===== src/rtl/cpu_control_fsm.sv =====
// Multi-cycle FETCH/DECODE/EXEC/MEM/WB sequencer: ARM condition check, datapath strobes, data-memory handshake.
// Optional saturating performance counters are built when CTRL_PERF_CNT_EN is defined.
module cpu_control_fsm #(
  parameter int CNT_W       = 16,
  parameter int MEM_TIMEOUT = 255
) (
  input  logic             clk,
  input  logic             nreset,
  input  logic [31:0]      instr,
  input  logic [3:0]       flags,
  input  logic             mem_ack,
  output logic             ir_load,
  output logic             pc_en,
  output logic             pc_branch,
  output logic             reg_we,
  output logic             link_we,
  output logic             base_we,
  output logic             flags_we,
  output logic             mem_req,
  output logic             mem_we,
  output logic             mem_byte,
  output logic             undef,
  output logic             mem_err,
  output logic [2:0]       state,
  output logic [CNT_W-1:0] retired_cnt,
  output logic [CNT_W-1:0] stall_cnt
);

  localparam logic [2:0] S_IDLE   = 3'd0;
  localparam logic [2:0] S_FETCH  = 3'd1;
  localparam logic [2:0] S_DECODE = 3'd2;
  localparam logic [2:0] S_EXEC   = 3'd3;
  localparam logic [2:0] S_MEM    = 3'd4;
  localparam logic [2:0] S_WB     = 3'd5;

  localparam int                WAIT_W    = $clog2(MEM_TIMEOUT + 1);
  localparam logic [WAIT_W-1:0] WAIT_LAST = WAIT_W'(MEM_TIMEOUT - 1);

  logic [2:0]        state_q, state_d;
  logic [31:20]      ir_q, ir_d;
  logic [WAIT_W-1:0] wait_q, wait_d;
  logic              cond_pass;
  logic              base_wb;
  logic              n_f, z_f, c_f, v_f;
  logic              unused_instr;

  // Only the cond/class/control fields are ever consulted after FETCH.
  assign unused_instr = ^instr[19:0];
  assign {n_f, z_f, c_f, v_f} = flags;
  assign base_wb = ~ir_q[24] | ir_q[21];
  assign state   = state_q;

  always_comb begin
    case (ir_q[31:28])
      4'h0:    cond_pass = z_f;
      4'h1:    cond_pass = ~z_f;
      4'h2:    cond_pass = c_f;
      4'h3:    cond_pass = ~c_f;
      4'h4:    cond_pass = n_f;
      4'h5:    cond_pass = ~n_f;
      4'h6:    cond_pass = v_f;
      4'h7:    cond_pass = ~v_f;
      4'h8:    cond_pass = c_f & ~z_f;
      4'h9:    cond_pass = ~c_f | z_f;
      4'ha:    cond_pass = (n_f == v_f);
      4'hb:    cond_pass = (n_f != v_f);
      4'hc:    cond_pass = ~z_f & (n_f == v_f);
      4'hd:    cond_pass = z_f | (n_f != v_f);
      4'he:    cond_pass = 1'b1;
      default: cond_pass = 1'b0;
    endcase
  end

  always_comb begin
    state_d   = state_q;
    ir_d      = ir_q;
    wait_d    = '0;
    ir_load   = 1'b0;
    pc_en     = 1'b0;
    pc_branch = 1'b0;
    reg_we    = 1'b0;
    link_we   = 1'b0;
    base_we   = 1'b0;
    flags_we  = 1'b0;
    mem_req   = 1'b0;
    mem_we    = 1'b0;
    mem_byte  = 1'b0;
    undef     = 1'b0;
    mem_err   = 1'b0;
    case (state_q)
      S_IDLE: state_d = S_FETCH;
      S_FETCH: begin
        ir_load = 1'b1;
        ir_d    = instr[31:20];
        state_d = S_DECODE;
      end
      S_DECODE: begin
        if (!cond_pass) begin
          pc_en   = 1'b1;
          state_d = S_FETCH;
        end else if (ir_q[27:26] == 2'b11) begin
          undef   = 1'b1;
          pc_en   = 1'b1;
          state_d = S_FETCH;
        end else begin
          state_d = S_EXEC;
        end
      end
      S_EXEC: begin
        state_d = S_FETCH;
        case (ir_q[27:26])
          2'b00: begin
            // TST/TEQ/CMP/CMN only touch the flags
            reg_we   = (ir_q[24:23] != 2'b10);
            flags_we = ir_q[20];
            pc_en    = 1'b1;
          end
          2'b01: state_d = S_MEM;
          default: begin
            pc_en     = 1'b1;
            pc_branch = ir_q[25];
            link_we   = ir_q[25] & ir_q[24];
          end
        endcase
      end
      S_MEM: begin
        mem_req  = 1'b1;
        mem_we   = ~ir_q[20];
        mem_byte = ir_q[22];
        wait_d   = wait_q + 1'b1;
        // ack wins even on the final allowed cycle
        if (mem_ack) begin
          if (ir_q[20]) begin
            state_d = S_WB;
          end else begin
            pc_en   = 1'b1;
            base_we = base_wb;
            state_d = S_FETCH;
          end
        end else if (wait_q == WAIT_LAST) begin
          mem_err = 1'b1;
          pc_en   = 1'b1;
          state_d = S_FETCH;
        end
      end
      S_WB: begin
        reg_we  = 1'b1;
        base_we = base_wb;
        pc_en   = 1'b1;
        state_d = S_FETCH;
      end
      default: state_d = S_IDLE;
    endcase
  end

  always_ff @(posedge clk or negedge nreset) begin
    if (!nreset) begin
      state_q <= S_IDLE;
      ir_q    <= '0;
      wait_q  <= '0;
    end else begin
      state_q <= state_d;
      ir_q    <= ir_d;
      wait_q  <= wait_d;
    end
  end

`ifdef CTRL_PERF_CNT_EN
  logic [CNT_W-1:0] retired_q, retired_d, stall_q, stall_d;

  always_comb begin
    retired_d = retired_q;
    stall_d   = stall_q;
    if (pc_en && (retired_q != '1)) retired_d = retired_q + 1'b1;
    if ((state_q == S_MEM) && !mem_ack && (stall_q != '1)) stall_d = stall_q + 1'b1;
  end

  always_ff @(posedge clk or negedge nreset) begin
    if (!nreset) begin
      retired_q <= '0;
      stall_q   <= '0;
    end else begin
      retired_q <= retired_d;
      stall_q   <= stall_d;
    end
  end

  assign retired_cnt = retired_q;
  assign stall_cnt   = stall_q;
`else
  assign retired_cnt = '0;
  assign stall_cnt   = '0;
`endif

endmodule


===== config.mk =====
export PLATFORM = sky130hd
export DESIGN_NAME = cpu_control_fsm
export DESIGN_NICKNAME = d
export VERILOG_FILES = /design/src/rtl/cpu_control_fsm.sv
export SDC_FILE = /design/constraint.sdc
export NUM_CORES = 1
export LEC_CHECK = 0
export CAP_MARGIN = 20
export CORE_MARGIN = 4
export CORE_UTILIZATION = 40
export CTS_BUF_LIST = sky130_fd_sc_hd__clkbuf_16
export DETAILED_ROUTE_END_ITERATION = 8
export PLACE_DENSITY = 0.87
export SYNTH_ARGS = -nofsm -noshare
export SYNTH_HDL_FRONTEND = slang
export SYNTH_SLANG_ARGS = --single-unit
export TNS_END_PERCENT = 50

===== constraint.sdc =====
create_clock -name clk -period 2.8 [get_ports clk]
set_input_delay 0.84 -clock clk [delete_from_list [all_inputs] [get_ports clk]]
set_output_delay 0.84 -clock clk [all_outputs]
set_load 0.05 [all_outputs]

==> run_1/pdn.png <==
The bar under the picture is 20 um long. Pins as bars on the die edge. Tap cells in grey.
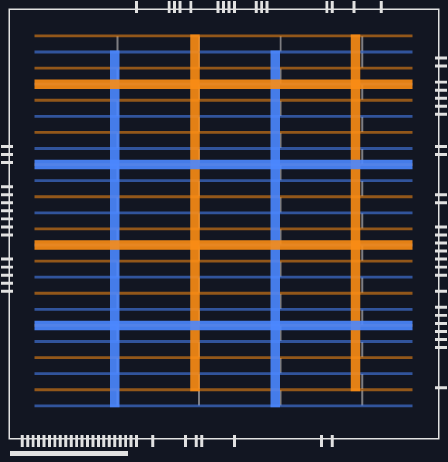
[blue] VSS
[orange] VDD
met1 rails: 24
rows: 23
signal pins: 86
Peak VDD IR: 0.565 mV
core area: 0.00400 mm2
DIE WIDTH: 72.4 um

==> run_1/cell_classes.png <==
The bar under the picture is 20 um long.
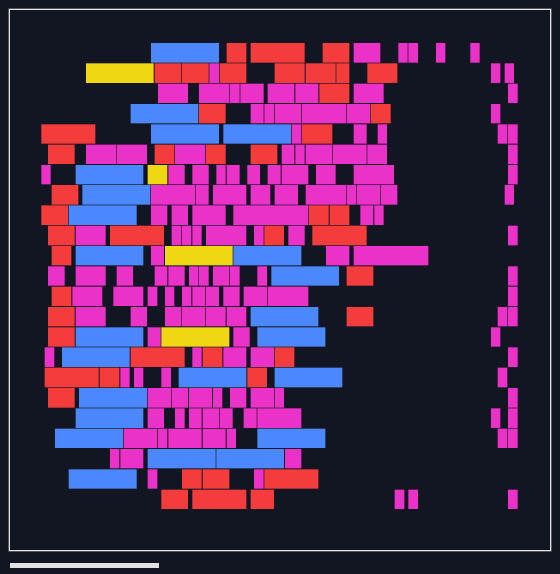
[red] other buffers and delay cells | cells: 46
[magenta] all other logic | cells: 148
[yellow] clock drivers and dummy loads | cells: 4
[blue] flops | cells: 23

==> report_table.html, run 1 <==
<h3>Run summary</h3>
<table>
<tr><th>Metric</th><th>Value</th></tr>
<tr><th colspan="2">Status</th></tr>
<tr><td>Outcome</td><td>finished with violations</td></tr>
<tr><td>Violations in the final reports</td><td>negative setup slack</td></tr>
<tr><th colspan="2">Floorplan</th></tr>
<tr><td>Num ports</td><td>86</td></tr>
<tr><td>Tap Count</td><td>50</td></tr>
<tr><th colspan="2">Clocking</th></tr>
<tr><td>Post-CTS Setup Inserts</td><td>1</td></tr>
<tr><td>Clock insertion delay at the later pin of the skew report</td><td>260 ps</td></tr>
<tr><td>Deepest clock path buffer count</td><td>2</td></tr>
<tr><th colspan="2">Final layout</th></tr>
<tr><td>Most common logic cell in the routed design</td><td>sky130_fd_sc_hd__conb_1</td></tr>
<tr><td>Fraction of standard cell area that is sequential</td><td>0.258</td></tr>
<tr><th colspan="2">Critical path</th></tr>
<tr><td>Crit Reg-Reg Startpoint</td><td>ir_q[31]$_DFFE_PN0P_</td></tr>
<tr><td>Critical Path Most Common Cell</td><td>sky130_fd_sc_hd__buf_6</td></tr>
<tr><td>Type of the worst setup path</td><td>in -&gt; out</td></tr>
<tr><td>Cells traversed along the worst timing path</td><td>buf_6, buf_6, xor2_4, o2bb2ai_2, mux2i_1, buf_4, o41ai_4, buf_12</td></tr>
<tr><td>Critical Path Max Stage Delay</td><td>350 ps</td></tr>
<tr><td>Number of cells on the worst reg-to-reg path</td><td>6</td></tr>
<tr><th colspan="2">Route</th></tr>
<tr><td>Iteration count of the initial detailed-routing pass</td><td>4</td></tr>
<tr><th colspan="2">Logic synthesis</th></tr>
<tr><td>Max-area cell share</td><td>0.347</td></tr>
<tr><td>XOR/XNOR Fraction of Synth Area</td><td>0.0423</td></tr>
<tr><td>Top cells by area</td><td>sky130_fd_sc_hd__dfrtp_1, sky130_fd_sc_hd__buf_4, sky130_fd_sc_hd__mux2_2</td></tr>
<tr><th colspan="2">Final timing</th></tr>
<tr><td>Fin crit share</td><td>1.08</td></tr>
<tr><td>Setup slack of the critical path after layout</td><td>-226 ps</td></tr>
<tr><td>Setup violators final</td><td>2</td></tr>
<tr><td>Unrepaired setup endpoints after global routing</td><td>yes</td></tr>
<tr><th colspan="2">Placement</th></tr>
<tr><td>Final RePlAce weighted congestion</td><td>0.817</td></tr>
<tr><td>Detailed placement HPWL</td><td>2830 um</td></tr>
<tr><th colspan="2">Worst hold path</th></tr>
<tr><td>Worst Hold Depth</td><td>1</td></tr>
</table>
==> run_1/clock_map.png <==
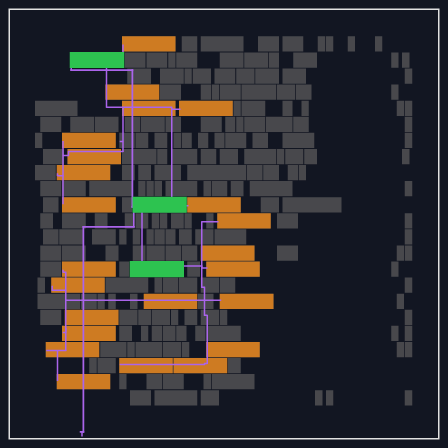
[purple] clock wires | length: 276 um
[green] cells driving clock nets | count: 3
[orange] flip-flops | count: 23
routed clock nets: 4

-- run 1: where the power goes --
group	total (mW)	switching, mW	internal [mW]
combinational	1.26	0.703	0.553
sequential	0.591	0.146	0.445
clock	0.311	0.118	0.194
total	2.16	0.966	1.19
-- run 1: flip-flops by register name, summed over array words and instances, names as in the netlist --
register / count
state: 3
ir_q: 12
wait_q: 8
-- run 1: through the flow --
| stage | setup WS [ps] | TNS [ps] | std cells |
|---|---|---|---|
| after global placement | -698 | -1330 | 266 |
| after floorplan | -251 | -489 | 208 |
| final | -226 | -392 | 271 |
| after CTS | -231 | -428 | 271 |
| after global routing | -287 | -530 | 271 |
| after detailed placement | -710 | -1400 | 266 |
-- run 1: critical path, delay by kind of cell --
kind | cells | cell delay, ps
mux | 1 | 110
buf+inv | 4 | 550
xor+xnor | 1 | 180
compound gates | 2 | 500
--- run 2 (diff from run 1) ---
--- a/config.mk
+++ b/config.mk
@@ -7,10 +7,10 @@
 export LEC_CHECK = 0
 export CAP_MARGIN = 20
 export CORE_MARGIN = 4
-export CORE_UTILIZATION = 40
+export CORE_UTILIZATION = 30
 export CTS_BUF_LIST = sky130_fd_sc_hd__clkbuf_16
 export DETAILED_ROUTE_END_ITERATION = 8
-export PLACE_DENSITY = 0.87
+export PLACE_DENSITY = 0.7
 export SYNTH_ARGS = -nofsm -noshare
 export SYNTH_HDL_FRONTEND = slang
 export SYNTH_SLANG_ARGS = --single-unit
==> run_2/final_placement.png <==
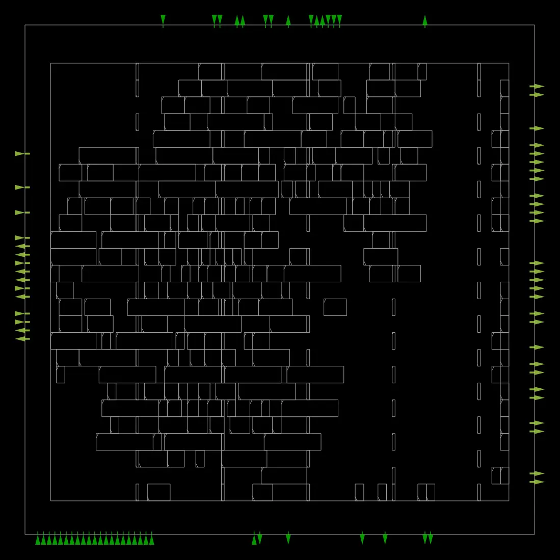
Tap Count: 70
fraction of standard cell area that is sequential: 0.251
core area: 0.00524 mm2
row cnt: 26

==> run 2 against run 1 <==
The flow still finishes with violations (negative setup slack). Routed wire length rose by 0.13%. Core utilization fell by 12 points. Worst hold slack got worse by 2.8 ps. Die size rose by 29%. Critical path depth did not move. Power rose by 1.7%. Via count fell by 1.1%. Maximum frequency fell by 1.0%. Final area rose by 3.0%.
==> report_table.html, run 2 <==
<h3>Run summary</h3>
<table>
<tr><th>Metric</th><th>Value</th></tr>
<tr><th colspan="2">Final timing</th></tr>
<tr><td>Fin crit share</td><td>1.09 (was 1.08)</td></tr>
<tr><td>Setup violators final</td><td>2 (unchanged)</td></tr>
<tr><td>Unrepaired setup endpoints after global routing</td><td>yes (unchanged)</td></tr>
<tr><td>Setup slack of the critical path after layout</td><td>-258 ps (was -226 ps)</td></tr>
<tr><th colspan="2">Critical path</th></tr>
<tr><td>Type of the worst setup path</td><td>in -&gt; out (unchanged)</td></tr>
<tr><td>Cells traversed along the worst timing path</td><td>buf_8, buf_6, xor2_4, o2bb2ai_2, mux2i_1, buf_4, o41ai_4, buf_12 (was buf_6, buf_6, xor2_4, o2bb2ai_2, mux2i_1, buf_4, o41ai_4, buf_12)</td></tr>
<tr><td>Critical Path Max Stage Delay</td><td>340 ps (was 350 ps)</td></tr>
<tr><td>Crit Reg-Reg Startpoint</td><td>ir_q[30]$_DFFE_PN0P_ (was ir_q[31]$_DFFE_PN0P_)</td></tr>
<tr><th colspan="2">Power</th></tr>
<tr><td>Internal Power</td><td>1.22 mW (was 1.19 mW)</td></tr>
<tr><td>Share of power burned in registers</td><td>0.271 (was 0.274)</td></tr>
<tr><td>Peak VDD IR</td><td>0.500 mV (was 0.565 mV)</td></tr>
<tr><th colspan="2">Route</th></tr>
<tr><td>Iteration count of the initial detailed-routing pass</td><td>2 (was 4)</td></tr>
<tr><th colspan="2">Placement</th></tr>
<tr><td>Total placed cells including tap cells</td><td>289 (was 266)</td></tr>
<tr><td>Detailed placement HPWL</td><td>2860 um (was 2830 um)</td></tr>
<tr><td>Worst setup timing slack at the placement stage</td><td>-708 ps (was -710 ps)</td></tr>
<tr><th colspan="2">Final layout</th></tr>
<tr><td>Register name with the most flops</td><td>ir_q (unchanged)</td></tr>
<tr><td>Max FFs per register</td><td>12 (unchanged)</td></tr>
<tr><th colspan="2">Status</th></tr>
<tr><td>Outcome</td><td>finished with violations (unchanged)</td></tr>
<tr><td>Violations in the final reports</td><td>negative setup slack (unchanged)</td></tr>
<tr><th colspan="2">Floorplan</th></tr>
<tr><td>DIE WIDTH</td><td>82.3 um (was 72.4 um)</td></tr>
<tr><td>Num ports</td><td>86 (unchanged)</td></tr>
<tr><th colspan="2">Worst hold path</th></tr>
<tr><td>Worst Hold Depth</td><td>1 (unchanged)</td></tr>
<tr><th colspan="2">Logic synthesis</th></tr>
<tr><td>Max-area cell share</td><td>0.347 (unchanged)</td></tr>
</table>
==> run_2/clock_map.png <==
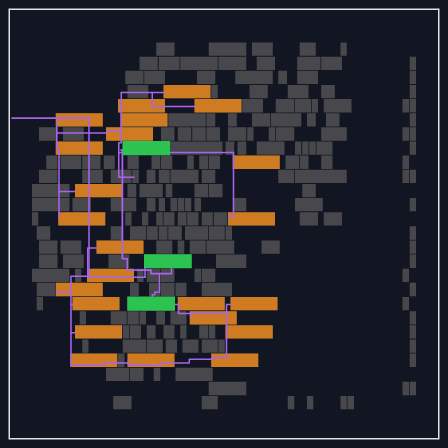
[green] cells driving clock nets | count: 3
[purple] clock wires | length: 305 um
[orange] flip-flops | count: 23
routed clock nets: 4
clock distribution power: 0.301 mW
clock network fraction of total power: 0.137
Fin Clk Skew: 3.44 ps
clock insertion delay at the later pin of the skew report: 250 ps

[run 2: worst max-delay path: cells and delay by family]
kind / cells / cell delay [ps]
xor+xnor: 1 / 180
compound gates: 2 / 510
buf+inv: 4 / 560
mux: 1 / 110
[run 2: kinds of logic (layout without fill, tap and decap cells)]
kind of cell	after synthesis	after routing
compound gates	22	22
xor+xnor	8	8
fa+ha+maj	4	4
buf+inv	44	60
flops	23	23
mux	12	12
other cells	1	32
simple gates	63	63
[run 2: layout make-up]
type / count / area [um2] / share of cell area
tap: 70 / 87.6 / 0.0381
clock buffer: 3 / 75.1 / 0.0327
inverter: 7 / 26.3 / 0.0114
timing repair buffer: 49 / 543 / 0.236
multi-input combinational: 141 / 986 / 0.429
clock inverter: 1 / 3.75 / 0.00163
sequential: 23 / 576 / 0.251
Power figures rest on the tool's default switching activity, not on a simulated workload.
